`config.mk`:
```
export PLATFORM = sky130hd
export DESIGN_NAME = alu_exec_unit
export DESIGN_NICKNAME = d
export VERILOG_FILES = /design/src/rtl/alu_exec_unit.sv
export SDC_FILE = /design/constraint.sdc
export NUM_CORES = 1
export LEC_CHECK = 0
export ABC_AREA = 1
export CAP_MARGIN = 0
export CORE_ASPECT_RATIO = 1.25
export CORE_MARGIN = 4
export CORE_UTILIZATION = 45
export CTS_BUF_LIST = sky130_fd_sc_hd__clkbuf_8 sky130_fd_sc_hd__clkbuf_16
export DETAILED_ROUTE_END_ITERATION = 16
export PLACE_DENSITY_LB_ADDON = 0.2
export SYNTH_ARGS = -nofsm -noshare
export SYNTH_HDL_FRONTEND = slang
export SYNTH_SLANG_ARGS = --single-unit
```
`constraint.sdc`:
```
create_clock -name clk -period 6.6 [get_ports clk]
set_input_delay 1.32 -clock clk [delete_from_list [all_inputs] [get_ports clk]]
set_output_delay 1.32 -clock clk [all_outputs]
set_load 0.05 [all_outputs]
```
`src/rtl/alu_exec_unit.sv`:
```
// RV32/RV64 integer execute unit: decodes ALU control, computes, returns the result over valid/ready.
// Define RV_M_EXT_EN to compile in the 2-cycle multiplier and the radix-2 restoring divider.
module alu_exec_unit #(
  parameter int unsigned XLEN = 32,
  parameter int unsigned SHW  = $clog2(XLEN)
) (
  input  logic            clk,
  input  logic            rst,
  input  logic            in_valid,
  output logic            in_ready,
  input  logic [1:0]      alu_op,
  input  logic [2:0]      f3,
  input  logic            f7b5,
  input  logic            f7b0,
  input  logic [XLEN-1:0] a,
  input  logic [XLEN-1:0] b,
  output logic            out_valid,
  input  logic            out_ready,
  output logic [XLEN-1:0] result,
  output logic [3:0]      alu_con,
  output logic            err
);

  localparam logic [3:0] ConAnd  = 4'b0000;
  localparam logic [3:0] ConOr   = 4'b0001;
  localparam logic [3:0] ConAdd  = 4'b0010;
  localparam logic [3:0] ConSll  = 4'b0011;
  localparam logic [3:0] ConSlt  = 4'b0100;
  localparam logic [3:0] ConSltu = 4'b0101;
  localparam logic [3:0] ConSub  = 4'b0110;
  localparam logic [3:0] ConXor  = 4'b0111;
  localparam logic [3:0] ConSrl  = 4'b1000;
  localparam logic [3:0] ConSra  = 4'b1010;

`ifdef RV_M_EXT_EN
  localparam logic [3:0] ConMul  = 4'b1100;
  localparam logic [3:0] ConDiv  = 4'b1101;
  typedef enum logic [1:0] {StIdle, StDone, StMul, StDiv} state_e;
`else
  typedef enum logic [0:0] {StIdle, StDone} state_e;
`endif

  state_e          state_q, state_d;
  logic [XLEN-1:0] result_q, result_d, alu_res;
  logic [3:0]      alu_con_q, alu_con_d, dec_con;
  logic            err_q, err_d, dec_err;
  logic [SHW-1:0]  shamt;

  assign shamt = b[SHW-1:0];

`ifdef RV_M_EXT_EN
  logic            dec_m;
  // op_a holds the mul multiplicand or the shifting dividend/quotient; op_b the multiplier/divisor.
  logic [XLEN-1:0] op_a_q, op_a_d, op_b_q, op_b_d, rem_q, rem_d;
  logic [1:0]      mf3_q, mf3_d;
  logic [SHW-1:0]  cnt_q, cnt_d;
  logic            qneg_q, qneg_d, rneg_q, rneg_d, is_rem_q, is_rem_d;
  logic            sa_ext, sb_ext, div_sgn, a_neg, b_neg, div_zero, div_ovf;
  logic [2*XLEN-1:0] mul_x, mul_y, mul_p;
  logic [XLEN:0]   rem_sh, rem_df;
  logic [XLEN-1:0] mul_res, quo_nx, rem_nx, div_res, div_fast;

  always_comb begin
    sa_ext  = (mf3_q != 2'b11) & op_a_q[XLEN-1];
    sb_ext  = (mf3_q == 2'b01) & op_b_q[XLEN-1];
    mul_x   = {{XLEN{sa_ext}}, op_a_q};
    mul_y   = {{XLEN{sb_ext}}, op_b_q};
    mul_p   = mul_x * mul_y;
    mul_res = (mf3_q == 2'b00) ? mul_p[XLEN-1:0] : mul_p[2*XLEN-1:XLEN];

    rem_sh = {rem_q, op_a_q[XLEN-1]};
    rem_df = rem_sh - {1'b0, op_b_q};
    if (rem_df[XLEN]) begin
      rem_nx = rem_sh[XLEN-1:0];
      quo_nx = {op_a_q[XLEN-2:0], 1'b0};
    end else begin
      rem_nx = rem_df[XLEN-1:0];
      quo_nx = {op_a_q[XLEN-2:0], 1'b1};
    end
    if (is_rem_q) div_res = rneg_q ? -rem_nx : rem_nx;
    else          div_res = qneg_q ? -quo_nx : quo_nx;

    div_sgn  = ~f3[0];
    a_neg    = div_sgn & a[XLEN-1];
    b_neg    = div_sgn & b[XLEN-1];
    div_zero = (b == '0);
    div_ovf  = div_sgn & (a == {1'b1, {(XLEN-1){1'b0}}}) & (b == '1);
    if (div_zero) div_fast = f3[1] ? a : '1;
    else          div_fast = f3[1] ? '0 : a;
  end
`endif

  // Unmapped ops trace as control code 0000.
  always_comb begin
    dec_con = ConAdd;
    dec_err = 1'b0;
`ifdef RV_M_EXT_EN
    dec_m   = 1'b0;
`endif
    unique case (alu_op)
      2'b00: dec_con = ConAdd;
      2'b01: dec_con = ConSub;
      2'b10: begin
        if (f7b0) begin
`ifdef RV_M_EXT_EN
          dec_m   = 1'b1;
          dec_con = f3[2] ? ConDiv : ConMul;
`else
          dec_err = 1'b1;
`endif
        end else begin
          unique case ({f7b5, f3})
            4'b0000: dec_con = ConAdd;
            4'b1000: dec_con = ConSub;
            4'b0111: dec_con = ConAnd;
            4'b0110: dec_con = ConOr;
            4'b0001: dec_con = ConSll;
            4'b0010: dec_con = ConSlt;
            4'b0011: dec_con = ConSltu;
            4'b0100: dec_con = ConXor;
            4'b0101: dec_con = ConSrl;
            4'b1101: dec_con = ConSra;
            default: dec_err = 1'b1;
          endcase
        end
      end
      default: begin
        unique case (f3)
          3'b000:  dec_con = ConAdd;
          3'b001:  dec_con = ConSll;
          3'b010:  dec_con = ConSlt;
          3'b011:  dec_con = ConSltu;
          3'b100:  dec_con = ConXor;
          3'b101:  dec_con = f7b5 ? ConSra : ConSrl;
          3'b110:  dec_con = ConOr;
          default: dec_con = ConAnd;
        endcase
      end
    endcase
    if (dec_err) dec_con = 4'b0000;
  end

  always_comb begin
    case (dec_con)
      ConAnd:  alu_res = a & b;
      ConOr:   alu_res = a | b;
      ConAdd:  alu_res = a + b;
      ConSll:  alu_res = a << shamt;
      ConSlt:  alu_res = {{(XLEN-1){1'b0}}, $signed(a) < $signed(b)};
      ConSltu: alu_res = {{(XLEN-1){1'b0}}, a < b};
      ConSub:  alu_res = a - b;
      ConXor:  alu_res = a ^ b;
      ConSrl:  alu_res = a >> shamt;
      ConSra:  alu_res = $signed(a) >>> shamt;
      default: alu_res = '0;
    endcase
  end

  assign in_ready  = (state_q == StIdle) || ((state_q == StDone) && out_ready);
  assign out_valid = (state_q == StDone);
  assign result    = result_q;
  assign alu_con   = alu_con_q;
  assign err       = err_q;

  always_comb begin
    state_d   = state_q;
    result_d  = result_q;
    alu_con_d = alu_con_q;
    err_d     = err_q;
`ifdef RV_M_EXT_EN
    op_a_d   = op_a_q;
    op_b_d   = op_b_q;
    rem_d    = rem_q;
    mf3_d    = mf3_q;
    cnt_d    = cnt_q;
    qneg_d   = qneg_q;
    rneg_d   = rneg_q;
    is_rem_d = is_rem_q;
`endif
    case (state_q)
      StDone: if (out_ready) state_d = StIdle;
`ifdef RV_M_EXT_EN
      StMul: begin
        result_d = mul_res;
        state_d  = StDone;
      end
      StDiv: begin
        op_a_d = quo_nx;
        rem_d  = rem_nx;
        cnt_d  = cnt_q - SHW'(1);
        if (cnt_q == '0) begin
          result_d = div_res;
          state_d  = StDone;
        end
      end
`endif
      default: ;
    endcase

    if (in_valid && in_ready) begin
      alu_con_d = dec_con;
      err_d     = dec_err;
      result_d  = dec_err ? '0 : alu_res;
      state_d   = StDone;
`ifdef RV_M_EXT_EN
      if (dec_m) begin
        if (!f3[2]) begin
          op_a_d  = a;
          op_b_d  = b;
          mf3_d   = f3[1:0];
          state_d = StMul;
        end else if (div_zero || div_ovf) begin
          result_d = div_fast;
        end else begin
          op_a_d   = a_neg ? -a : a;
          op_b_d   = b_neg ? -b : b;
          rem_d    = '0;
          cnt_d    = SHW'(XLEN - 1);
          qneg_d   = a_neg ^ b_neg;
          rneg_d   = a_neg;
          is_rem_d = f3[1];
          state_d  = StDiv;
        end
      end
`endif
    end
  end

  always_ff @(posedge clk) begin
    if (rst) begin
      state_q   <= StIdle;
      result_q  <= '0;
      alu_con_q <= 4'b0000;
      err_q     <= 1'b0;
`ifdef RV_M_EXT_EN
      op_a_q   <= '0;
      op_b_q   <= '0;
      rem_q    <= '0;
      mf3_q    <= 2'b00;
      cnt_q    <= '0;
      qneg_q   <= 1'b0;
      rneg_q   <= 1'b0;
      is_rem_q <= 1'b0;
`endif
    end else begin
      state_q   <= state_d;
      result_q  <= result_d;
      alu_con_q <= alu_con_d;
      err_q     <= err_d;
`ifdef RV_M_EXT_EN
      op_a_q   <= op_a_d;
      op_b_q   <= op_b_d;
      rem_q    <= rem_d;
      mf3_q    <= mf3_d;
      cnt_q    <= cnt_d;
      qneg_q   <= qneg_d;
      rneg_q   <= rneg_d;
      is_rem_q <= is_rem_d;
`endif
    end
  end

endmodule

```
==> results.cfg, run 1 <==
; generated from flow reports
[run_status]
status = finished clean

[final_layout]
layout.cells.most_common_list = nand2_1, nand3_1, inv_1
flop_area_um2 = 760.7
clkCellAreaFrac_pct = 1.123
sh_seq_area_pct = 5.643
comb_cells = 1970
n_clock_buffer = 6
inverters = 316
n_all_buffers = 128
layout_top_cell = nand2_1
fillers = 3030
largest_class = multi-input combinational cells
finalNetCount = 2633
area_delta_synth_final_pct = 9.995
num_antenna_cells = 0

[setup_path]
critPathMaxFanout = 45
required_ns = 6.77
startpoint = b[4]
endpoint_kind = flop
crit_slowest_cell = clkdlybuf4s50_1
regToRegEndpoint = result[3]
path_delay_family = simple AND/OR/NAND/NOR gates
worstSetupPathType = in2reg
rr_worst_depth = 9
r2r_start = out_valid
path_depth = 16
critPathMaxStageDelay_ns = 0.46
crit_arrival_ns = 4.54

[sta]
worst_clock_skew_ns = 0.01604
whs_ns = 0.4671
setup-tns-final_ns = 0
slew_headroom_pct = 28.84
tightest_slew_ns = 1.067
hold_violations = 0
fin_crit_sh_pct = 66.17
period_minus_slack_ns = 4.367

[floorplan]
taps = 345
rows = 67
fp_util_pct = 45.69
die_area_um2 = 29960
ios = 114
coreArea_um2 = 26830

[synth]
synth-edff-count = 0
synth_nets = 2608
ys_seq_share_pct = 6.207
ys_warn_count = 0
synth_top_area_share_pct = 26.28
ys.flop_type = dfxtp_1
synth_async_sr_flop_share_pct = 0
topCellsByArea = nand2_1, nand3_1, ha_1
top_logic_kind = simple AND/OR/NAND/NOR gates
synthXorXnorAreaFrac_pct = 0.5717
ys.flops = 38
ys_types = 43
yosys_cells = 2434

[power_and_ir_drop]
power_density_nw_per_um2 = 130.3
pg_seq_uw = 270
power_leader = combinational logic
intPower_uw = 747.4
swShare_pct = 57.45
power_leakage_nw = 7.199
powerComb_mw = 1.21

[cts]
cts_setup_buffers = 0
clkTransAtPathRegs_ns = 0.08
ctsHoldBuffers = 0
cts_buffers = 5
tritoncts = yes
cts.htree.levels = 2

[hold_path]
hp-start = result[2]
hold-path-endpoint = result[2]

[placed_design]
place_congestion = 1.089
dp_hpwl_um = 51470

[job]
cap_violations = 0

[global_routing]
gr-total-overflow = 0
grt.busiest_layer = met2
grt_pass1_wl_um = 93940
grt_pass1_vias = 15528
grtUsageTotal_pct = 41.45
use_met3_pct = 5.339

[route]
ant_nets = 0
drt_iter0_drc = 2186
dr.pass1.iters = 6
drc_errors = 0
wl_per_cell_um = 22.92
top_layer = met4
dr_wl_met3_um = 5803
met1Wirelength_um = 23860
[run 1: cell families (layout without fill, tap and decap cells)]
| group | Yosys count | count (layout) |
|---|---|---|
| xor gates and xnor gates | 8 | 8 |
| and+or+nand+nor | 1619 | 1619 |
| buffers and inverters | 426 | 452 |
| AOI/OAI and AO/OA | 244 | 244 |
| DFF | 38 | 38 |
| adders and majority gates | 99 | 99 |
[run 1: metrics by stage]
| step | setup slack [ns] | util [%] |
|---|---|---|
| global route | 2.067 | 50.25 |
| global placement | 2.036 | 49.69 |
| detailed placement | 1.996 | 49.69 |
| floorplan | 2.937 | - |
| CTS | 2.302 | 50.25 |
| finish | 2.233 | 50.25 |
[run 1: flip-flops by register name, indices dropped and copies added (netlist names)]
signal / count
out_valid: 1
result: 32
err: 1
alu_con: 4
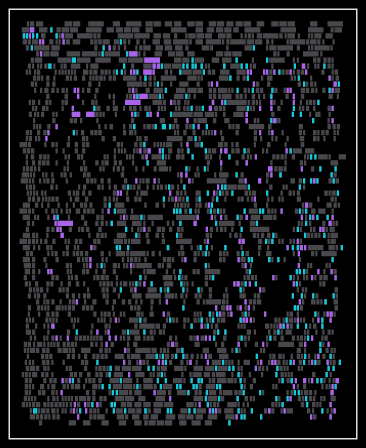
Figure 1: run 1, gate-type map.
legend:
  inverters:
    color: cyan
    cells: 316
  NOR gates:
    color: purple
    cells: 238
    where: spread over the die

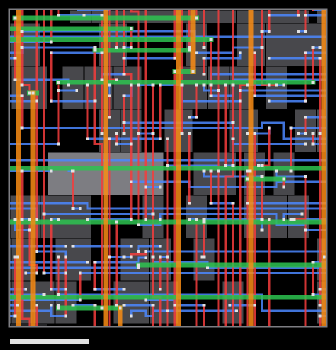
Figure 2: run 1, layout detail.
Scale bar: 5 µm. Window x 68 to 88, y 125 to 145 µm. Cells in gray, sequential cells in the stronger gray; small squares are vias.
legend:
  met1:
    color: blue
  met2:
    color: red
  met3:
    color: green
  met4:
    color: orange
cells with their middle in the window: 39
sequential cells in the window: 1
netlist names of flops here include: result (1)
most frequent: nand2_1 (10), nand3_1 (8), inv_1 (7)

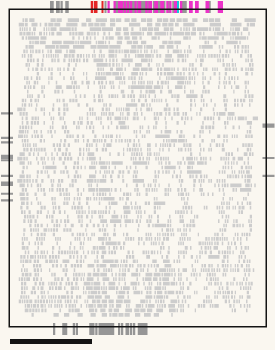
Figure 3: run 1, pin map.
Scale bar: 50 µm. Pins as bars across the die edge, other pins in gray.
legend:
  in_valid:
    color: cyan
    pins: 1
    direction: input
    edge: top
  alu_con:
    color: red
    pins: 4
    direction: output
    edge: top
  result:
    color: magenta
    pins: 32
    direction: output
    edge: top
all pins by edge: 67 top, 32 bottom, 11 left, 4 right
die y size: 192.5 µm
Port Buffer Count: 113

Figure 4. Routed metal per tile (run 1).
31 x 39 tiles, from white (low) to dark blue (high), scaled to the fullest tile. Values are wire area over tile area, all layers added.
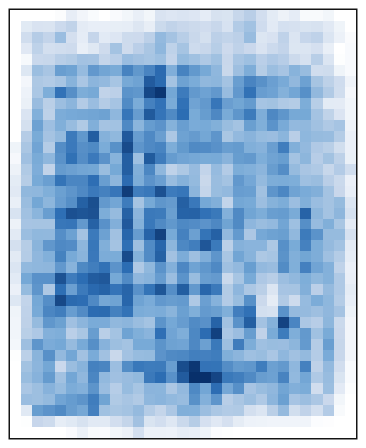

## Run 2: what changed since run 1
==> constraint.sdc (replaced) <==
create_clock -name clk -period 3.99 [get_ports clk]
set_input_delay 0.798 -clock clk [delete_from_list [all_inputs] [get_ports clk]]
set_output_delay 0.798 -clock clk [all_outputs]
set_load 0.05 [all_outputs]
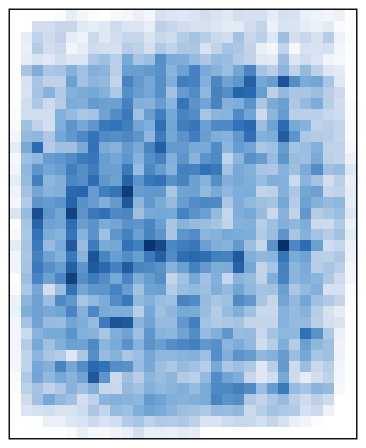
Figure 5: run 2, routed metal per tile.
31 x 39 tiles, from white (low) to dark blue (high), scaled to the fullest tile. Values are wire area over tile area, all layers added.
emptiest ninth of the die: bottom right
fullest tile: 0.93
nearly empty tiles: 5.5%
mean over tiles: 0.37
tiles over half the peak: 32%

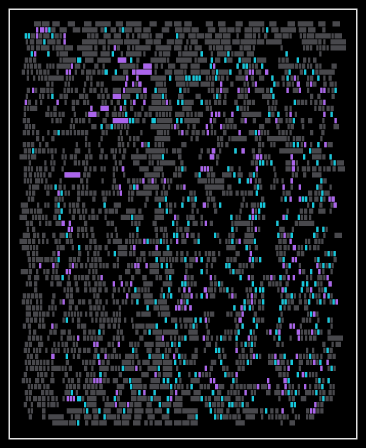
Figure 6: run 2, gate-type map.
legend:
  inverters:
    color: cyan
    cells: 316
    where: spread over the die
  NOR gates:
    color: purple
    cells: 238
    where: spread over the die

==> run 2 against run 1 <==
Against the previous run: routed wire length decreased by 1.1%; critical endpoint is now result[14]; clock skew decreased by 0.0030 ns; highest routed layer unchanged; hold slack got worse by 0.00088 ns; total power increased by 77%; critical path depth increased by 2; sequential power increased by 64%; largest power group unchanged; sequential share of layout area decreased by 0.25 points; global-route usage decreased by 0.37 points.
==> results.cfg, run 2 <==
; generated from flow reports
[setup_path]
r2r_start = out_valid
path_depth = 18
rr_worst_depth = 8
critPathMaxStageDelay_ns = 0.62
worstSetupPathType = in2reg
endpoint_kind = flop
required_ns = 4.16
regToRegEndpoint = result[1]
crit_slowest_cell = clkdlybuf4s50_1
path_delay_family = simple AND/OR/NAND/NOR gates
crit_arrival_ns = 3.91
critPathMaxFanout = 5

[cts]
tritoncts = yes
clkTransAtPathRegs_ns = 0.07
cts_buffers = 5
cts_setup_buffers = 0
cts_buffer_depth = 2
numClockSinks = 38
cts.htree.levels = 2
ctsHoldBuffers = 0

[placed_design]
dp_slack_ns = 0.05296
place_congestion = 1.099
dp_hpwl_um = 51870
io_buffers = 113

[final_layout]
sh_seq_area_pct = 5.395
n_clock_buffer = 5
layout.cells.most_common_list = nand2_1, nand3_1, inv_1
area_delta_synth_final_pct = 15.06
largest_class = multi-input combinational cells
fin_cells = 2872
layout_top_cell = nand2_1
fin_area_um2 = 14100
largest_register_ffs = 32
utilization_pct = 52.57
comb_cells = 1970
clkCellAreaFrac_pct = 1.375
num_antenna_cells = 0
finalNetCount = 2700
inverters = 316
flop_area_um2 = 760.7
n_all_buffers = 195
fillers = 3030

[power_and_ir_drop]
intPower_mw = 1.419
vdd_drop_max_mv = 0.1462
power_leakage_nw = 7.571
pwr-share-clk_pct = 18.9
power_density_nw_per_um2 = 220.2
swShare_pct = 54.31

[floorplan]
die_w_um = 155.6
fp.dieH_um = 192.5
taps = 345
rows = 67
coreArea_um2 = 26830
fp_util_pct = 45.69
die_area_um2 = 29960
ios = 114

[hold_path]
hold-path-endpoint = result[8]
hp-start = result[8]

[sta]
fin_crit_sh_pct = 93.70
period_minus_slack_ns = 3.738
hold_violations = 0
whs_ns = 0.4663
setup-tns-final_ns = 0
tightest_slew_ns = 0.7670
worst_clock_skew_ns = 0.01301
worst_slack_ns = 0.2516
slew_headroom_pct = 48.87

[global_routing]
grt_pass1_vias = 15765
use_met3_pct = 4.352
grtUsageTotal_pct = 41.08
grt.busiest_layer = met2
grt_pass1_wl_um = 93520
gr-total-overflow = 0

[synth]
synth_top_area_share_pct = 26.28
ys.flop_type = dfxtp_1
top_logic_kind = simple AND/OR/NAND/NOR gates
most_common_cell = nand2_1
ys_types = 43
yosys_cells = 2434
synth_nets = 2608
yosysChipArea_um2 = 12260
ys_warn_count = 0
adder_share_pct = 10.23
synth-edff-count = 0
topCellsByArea = nand2_1, nand3_1, ha_1
synth_async_sr_flop_share_pct = 0
ys.flops = 38
ys_seq_share_pct = 6.207
synthXorXnorAreaFrac_pct = 0.5717

[route]
top_layer = met4
met1Wirelength_um = 23980
via_per_inst = 5.931
routed_wl_um = 63570
ant_nets = 0
dr.pass1.iters = 12
wl_per_cell_um = 22.14
drt_iter0_drc = 2097
dr_wl_met3_um = 5372
drc_errors = 0

[job]
cap_violations = 0

[run_status]
status = finished clean
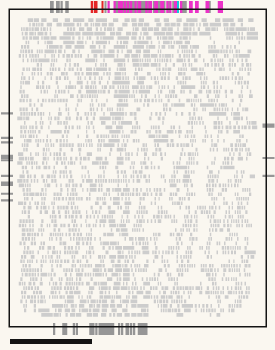
Figure 7: run 2, pin map.
Scale bar: 50 µm. Pins as bars across the die edge, other pins in gray.
legend:
  in_valid:
    color: cyan
    pins: 1
    direction: input
    edge: top
  alu_con:
    color: red
    pins: 4
    direction: output
    edge: top
  result:
    color: magenta
    pins: 32
    direction: output
    edge: top
all pins by edge: 67 top, 32 bottom, 11 left, 4 right

## run 2: cell counts after synthesis
No cell type changed its count.
## run 2: worst reg2reg max path: cells and delay by family (launching register included)
family                 cells  cell delay, ns
AOI/OAI and AO/OA          1            0.14
buffers and inverters      3            1.07
DFF                        1            0.32
and+or+nand+nor            4            0.41
## run 2: worst max-delay path by stage
stage          from         end
2_1_floorplan  b[4]   result[0]
3_3_place_gp   a[0]  result[14]
3_5_place_dp   a[0]  result[14]
4_1_cts        a[0]  result[14]
5_1_grt        a[0]  result[14]
6_report       a[0]  result[14]
## run 2: power groups by stage
stage	logic (mW)	registers, mW	clock network, mW
after global routing	2.23	0.443	0.590
after floorplan	1.16	0.554	0
final	2.07	0.442	0.588
after CTS	2.01	0.441	0.581
after detailed placement	2.00	0.450	0
after global placement	2.00	0.450	0
Power and IR drop assume default switching activity.
